Fig. 1: run 1, M2 wires
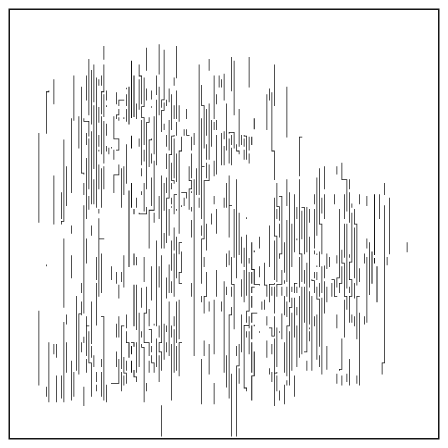
Fig. 2: run 1, logic cells by family
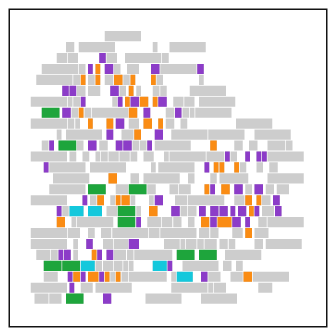
Fig. 3: run 1, cell sizes after repair
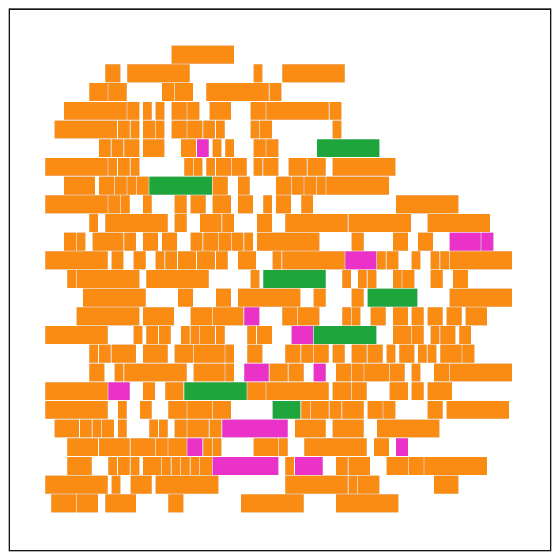
Fig. 4: run 1, placement by cell class
The bar under the picture is 20 um long. Fill, decap, tap and diode cells in gray.
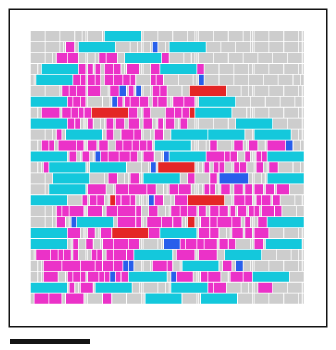
==> config.mk <==
export PLATFORM = sky130hd
export DESIGN_NAME = morse_key_frontend
export DESIGN_NICKNAME = d
export VERILOG_FILES = /design/src/rtl/morse_key_frontend.sv
export SDC_FILE = /design/constraint.sdc
export NUM_CORES = 1
export LEC_CHECK = 0
export CORE_MARGIN = 5
export CORE_UTILIZATION = 55
export CTS_BUF_LIST = sky130_fd_sc_hd__clkbuf_16
export CTS_CLUSTER_SIZE = 16
export DETAILED_ROUTE_END_ITERATION = 10
export DONT_BUFFER_PORTS = 1
export GPL_TIMING_DRIVEN = 0
export HOLD_SLACK_MARGIN = 0.02
export PLACE_DENSITY = 0.79
export SYNTH_ARGS = -nofsm -noshare
export SYNTH_HDL_FRONTEND = slang
export SYNTH_SLANG_ARGS = --single-unit
==> constraint.sdc <==
create_clock -name clk -period 2.9 [get_ports clk]
set_input_delay 0.58 -clock clk [delete_from_list [all_inputs] [get_ports clk]]
set_output_delay 0.58 -clock clk [all_outputs]
set_load 0.01 [all_outputs]
==> changes_impl.md, run 1 <==
### Implementation results

* Status: finished, final reports clean
* Setup CP Type: register to register
* Synth Seq Share at 0.417
* Largest net degree at the start of global routing at 42
* RSZ-0062 raised after global routing: no
* Yosys cell count at about 290
* Vias in the first global route at approximately 2.2k
* Async S/R FF share, synth at 1.00
* EDFF count, synth at 0
* Synth warn at 0
* NumNets Final at 314
* F_max at 0.414 GHz
* Final setup fails at 0
* Reg-to-reg setup timing slack at 0.48 ns
* Post-synth regs at roughly 43
* Critical path arrival at 2.61 ns
* Leakage at around 1.1 nW
* Tot GR Track Use at 0.204
* PostCTS Resize Cnt at 0
* DR vias at about 2.3k
* Num rows at 25
* Hold-fix buffers, CTS at 1
* GR Util met1 at 0.269
* Max Cap Viol at 0
* Num CTS Buffers at 5
* Setup Fix Bufs, Post-CTS at 0
* GR Layer Usage met3 at 0.0459
* Top Ports at 7
* Worst slew margin at 0.535
* CP Capture Type: register
* Vias/cell at ~6.6
* Worst R2R Path Depth at 7
* CTS tree: done
* CTS clk-pin slew, worst paths at about 0.06 ns
* Worst VDD drop at about 0.00047 V
* Initial drt markers at between 150 and 200
* Max-slew violation count at 0
* Vert. Die Dim at between 70 and 80 um
* Cell Type Count at 46
* Util after Layout at 0.608
* Drt pass-1 iters at 6
* Proportion of layout cells with a drive suffix above 1 at 0.0698
* Hold Fails Final Rpt at 0
* CP required at 3.09 ns
* Diode count at 0
* Hold WC Path Type: input port to asynchronous set/reset pin
* Synthesized Nets at 306
* Final HPWL DP at 3760 um
* Fp util at 0.559
* Die ar. at approximately 6000 um^2
* Port Buffers at 0
* Mapped Cells at between 200 and 300
* Crit-path max FO at 10
* Setup TNS at 0 ns
* First-pass GRT wire length at 10200 um
* PD cells at between 700 and 800 nW/um^2
* H-Tree Depth at 2
* Tot Pwr at slightly below 2 mW
* Startpoint Class: register
* Wirelength per Cell at ~16 um
* Worst Skew at 0.00363 ns
* YS chip area at ~2600 um^2
* GR peak layer: met2
* Chip width at 78.6 um
* TritonCTS sink count at about 43
* Clock latency on the worst-skew pair at roughly 0.28 ns
* Placed inst area at roughly 2700 um^2
* CTS max path bufs at 2
* Synthesized area at 2590 um^2
* Commonest flop: dfrtp_1
* Worst Hold Margin at about 0.14 ns
* Clock Tree Root: clkbuf_16
* Initial antenna violation count at 0
* Antenna-violating nets left at 0
* Gp weighted congestion at between 0.8 and 0.9
* Tcrit/Tclk final at 0.833
* Most frequent cells in the layout: dfrtp_1 (41), o21ai_0 (29), nand2_1 (25)
* Tool warnings at 33
* DRC violations left at 0
* Synthesized area per cell at slightly below 9 um^2
* Slew @ Worst Pin at 0.691 ns
* Fin crit period at between 2 and 2.5 ns
* GR Overflow Total at 0
## Picture notes: Fig. 1
nets with wire on the layer = 270
longest straight run = 32.3 um
main direction = vertical
wire length on this layer = 2690 um
routing usage on met2: 0.331
total routed wirelength: 5680 um

## Picture notes: Fig. 2
mux cells -> cyan  # cells 5, most used mux2i_1
nor cells -> orange  # cells 41, most used nor2_1
fa/ha/maj cells -> green  # cells 11, most used ha_1
nand cells -> purple  # cells 61, most used nand2_1
Finished Layout Cells: 355
most frequent logic cell in the layout: dfrtp_1
Comb/total area: 0.498

## Picture notes: Fig. 3
_0 and _1 cells -> orange  # cells 280, most used dfrtp_1
_6 and larger -> green  # cells 7, most used clkbuf_16
_2 cells -> magenta  # cells 14, most used buf_2
fin worst setup slack: 0.484 ns
number of non-clock buffers: 18
Area Overhead vs Synth: 8.70%

## Picture notes: Fig. 4
sequential cells -> cyan  # cells 43, share of their area 39%
combinational and other logic -> magenta  # cells 232, share of their area 52%
clock drivers and dummy loads -> red  # cells 8, share of their area 5.0%
remaining buffers and delay cells -> blue  # cells 18, share of their area 3.5%
core area: 4630 um^2
sequential share of cell area: 0.383
design area: 2810 um^2

## run 1: cells by family after synthesis
family,share of synthesized area
flops,0.417
mux,0.0198
xor+xnor,0.00677
compound gates,0.238
buf+inv,0.0421
fa+ha+maj,0.0532
simple gates,0.223
## run 1: worst max-delay path, cell delays in order (launching register included)
cell and delay (ns):
dfrtp_1 0.43, inv_1 0.12, ha_1 0.18, clkbuf_1 0.30, nor2b_1 0.43, clkbuf_1 0.42, o21ai_0 0.20, a31oi_1 0.24
## run 1: where the power goes
part	internal [mW]	switching [mW]	total, mW
Combinational	0.262	0.448	0.709
Clock	0.311	0.220	0.531
Sequential	0.670	0.0696	0.740
## run 1: synthesized netlist by cell type (7+ instances only)
cell      number  area, um^2
dfrtp_1       41        1030
o21ai_0       29         145
nand2_1       25        93.8
nor2_1        21        78.8
nand3_1       16        80.1
a31oi_1       14        87.6
clkbuf_1      13        48.8
ha_1          11         138
a21oi_1       10        50.1
nand4_1       10        62.6
o31ai_1       10        75.1
inv_1          9        33.8
nand2b_1       9        56.3
nor3_1         7        35.0
nor4_1         7        43.8
## run 1: stage by stage
stage	instances	worst slack, ns
2_1_floorplan	292	0.999
3_3_place_gp	346	0.663
3_5_place_dp	346	0.573
4_1_cts	355	0.502
5_1_grt	355	0.275
6_report	355	0.484
## run 1: layout make-up
type | instances | area, um^2
fill | 409 | 1820
buffer | 17 | 75.1
clock inverter | 3 | 12.5
sequential | 43 | 1080
inverter | 9 | 33.8
tap | 54 | 67.6
multi-input combinational | 223 | 1400
clock buffer | 5 | 125
timing repair buffer | 1 | 20.0
## run 1: routing by layer
| metal | share of wire | vias up |
|---|---|---|
| met2 | 0.47 | 77 |
| met1 | 0.46 | 1147 |
| met3 | 0.056 | 8 |
| met4 | 0.013 | 0 |
| li1 | - | 1110 |
| met5 | 0 | - |
## Run 2: what changed since run 1
==> constraint.sdc (replaced) <==
create_clock -name clk -period 2.3 [get_ports clk]
set_input_delay 0.46 -clock clk [delete_from_list [all_inputs] [get_ports clk]]
set_output_delay 0.46 -clock clk [all_outputs]
set_load 0.01 [all_outputs]
Fig. 5: run 2, placement by cell class
The bar under the picture is 20 um long. Fill, decap, tap and diode cells in gray.
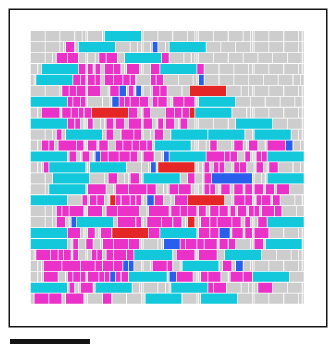
sequential cells -> cyan  # cells 43, share of their area 39%
remaining buffers and delay cells -> blue  # cells 19, share of their area 4.1%
clock drivers and dummy loads -> red  # cells 8, share of their area 5.0%
combinational and other logic -> magenta  # cells 232, share of their area 52%
sequential share of cell area: 0.379
num rows: 25
design area: 2840 um^2
Util after Layout: 0.614

Fig. 6: run 2, logic cells by family
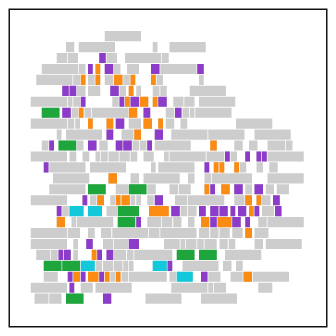
mux cells -> cyan  # cells 5, most used mux2i_1
nand cells -> purple  # cells 61, most used nand2_1
nor cells -> orange  # cells 41, most used nor2_1
fa/ha/maj cells -> green  # cells 11, most used ha_1
Comb/total area: 0.496
Finished Layout Cells: 356

==> run 2 against run 1 <==
  * First-iteration DRC count shrank 1.0%
  * Sequential power up 26%
  * Clock skew is 0.00054 ns higher
  * Highest routed layer unchanged
  * Core utilization increased by 0.65 points
  * Sequential share of layout area down 0.41 points
  * Final cell count is 0.28% higher
  * Total power increased by 27%
==> changes_impl.md, run 2 <==
### Implementation results

* Slew @ Worst Pin at 0.683 ns
* Logic area at 1410 um^2
* Setup CP Type: register to output pin
* Startpoint Class: register
* Worst Skew at 0.00417 ns
* CTS clk-pin slew, worst paths at 0.06 ns
* Hold Fails Final Rpt at 0
* Reg-to-reg setup timing slack at 0.16 ns
* Yosys cell count at 292
* CP Capture Type: output pin
* Hold WC Path Type: input port to asynchronous set/reset pin
* Most frequent logic cell in the layout: dfrtp_1
* Most frequent cells in the layout: dfrtp_1 (41), o21ai_0 (29), nand2_1 (25)
* Synthesized area per cell at 8.86 um^2
* TritonCTS sink count at 43
* Mapped Cells at 292
* Synthesized Nets at 306
* Gp weighted congestion at 0.872
* Post-synth regs at 43
* Worst-path cell chain: inv_1 > ha_2 > clkbuf_1 > nand2b_1
* F_max at 0.464 GHz
* NumNets Final at 315
* Max-slew violation count at 0
* Initial drt markers at 196
* GR Overflow Total at 0
* Chip width at 78.6 um
* Register area at roughly 1100 um^2
* Status: finished, final reports clean
* Commonest flop: dfrtp_1
* Tcrit/Tclk final at 0.938
* CP max stage cell: dfrtp_1
* EDFF count, synth at 0
* Proportion of layout cells with a drive suffix above 1 at 0.0927
* Setup TNS at 0 ns
* CTS tree: done
* Async S/R FF share, synth at 1.00
* Drt pass-1 iters at 7
* Core area at 4630 um^2
* Clock Tree Root: clkbuf_16
* Die ar. at 6180 um^2
* Filler instances at about 400
* Top cells by area: dfrtp_1 (40%), o21ai_0 (5.6%), ha_1 (5.3%)
* Clock latency on the worst-skew pair at 0.28 ns
* Crit-path max cell delay at 0.42 ns
* Initial antenna violation count at 0
* Diode count at 0
* YS chip area at 2590 um^2
* Synthesized area at 2590 um^2
* DR vias at around 2.3k
* First-pass GRT wire length at 10100 um
* RSZ-0062 raised after global routing: no
* Vert. Die Dim at 78.6 um
* Critical path arrival at 1.70 ns
* Total routed wirelength at 5660 um
* DRC violations left at 0
* Tool warnings at 33
* Final HPWL DP at 3760 um
* Synth warn at 0
* Worst R2R Path Depth at 7
* Top Ports at 7
* Tot Pwr at roughly 2.5 mW
Fig. 7: run 2, cell sizes after repair
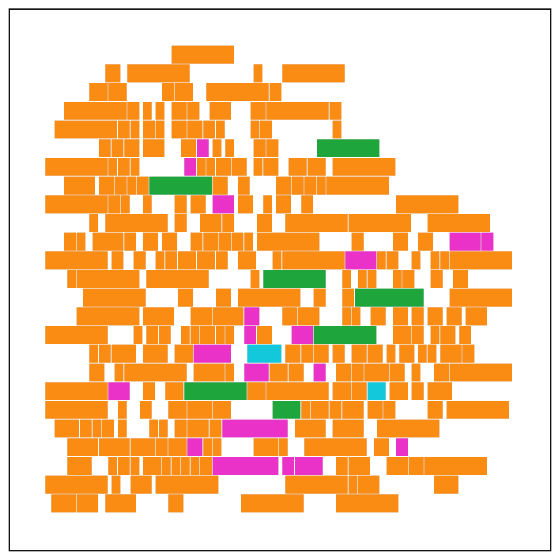
_2 cells -> magenta  # cells 19
_6 and larger -> green  # cells 7, most used clkbuf_16
_0 and _1 cells -> orange  # cells 274, most used dfrtp_1
_3 and _4 cells -> cyan  # cells 2
Area Overhead vs Synth: 9.86%
fin worst setup slack: 0.144 ns

-- run 2: cell counts after synthesis --
No cell type changed its count.
-- run 2: cell type report --
cell class,instances,share of cell area
clock inverters,3,0.00440
repair buffers,2,0.0123
well taps,54,0.0238
multi-input cells,223,0.496
plain buffers,17,0.0277
flip-flops and latches,43,0.379
inverters,9,0.0119
clock buffers,5,0.0440
-- run 2: timing repair --
| action | in CTS | in global routing |
|---|---|---|
| pin swaps | 0 | 1 |
| hold endpoints to repair | 43 | 0 |
| gates resized | 2 | 7 |
| buffers inserted | 0 | 1 |
| cloned | 0 | 0 |
| setup endpoints to repair | 1 | 26 |
| hold buffers | 1 | 0 |
-- run 2: kinds of logic after synthesis --
| group | count (synthesis) | synth area share |
|---|---|---|
| multiplexers | 5 | 0.0198 |
| AND-OR/OR-AND | 92 | 0.238 |
| XOR/XNOR | 2 | 0.00677 |
| flip-flops | 43 | 0.417 |
| AND/OR/NAND/NOR | 113 | 0.223 |
| buffers and inverters | 26 | 0.0421 |
| adder cells (fa/ha/maj) | 11 | 0.0532 |
-- run 2: routing by layer --
metal / vias to the layer above / GRT usage / routed length, um / share of wire
met5: - / 0 / 0 / 0
met4: 0 / 0.0647 / 68 / 0.012
met3: 6 / 0.0459 / 302 / 0.053
met1: 1147 / 0.265 / 2570 / 0.45
met2: 81 / 0.333 / 2720 / 0.48
li1: 1113 / - / - / -
-- run 2: critical path: cells and delay by family (launching register included) --
| family | cells | cell delay [ns] |
|---|---|---|
| buf+inv | 2 | 0.50 |
| flops | 1 | 0.42 |
| simple gates | 1 | 0.22 |
| fa+ha+maj | 1 | 0.26 |
-- run 2: power by group --
| group | internal, mW | total [mW] | switching, mW |
|---|---|---|---|
| Sequential | 0.845 | 0.933 | 0.0883 |
| Combinational | 0.341 | 0.906 | 0.565 |
| Clock | 0.392 | 0.671 | 0.279 |
| Total | 1.58 | 2.51 | 0.932 |
-- run 2: through the flow --
step	std cells	hold slack, ns	util	area [um^2]
final	356	0.0156	0.614	2840
after global routing	356	0.0307	0.614	2840
after CTS	355	0.0253	0.610	2820
after detailed placement	346	0.166	0.574	2660
after global placement	346	0.166	0.574	2660
after floorplan	292	0.164	-	2590
Power and IR drop assume default switching activity.
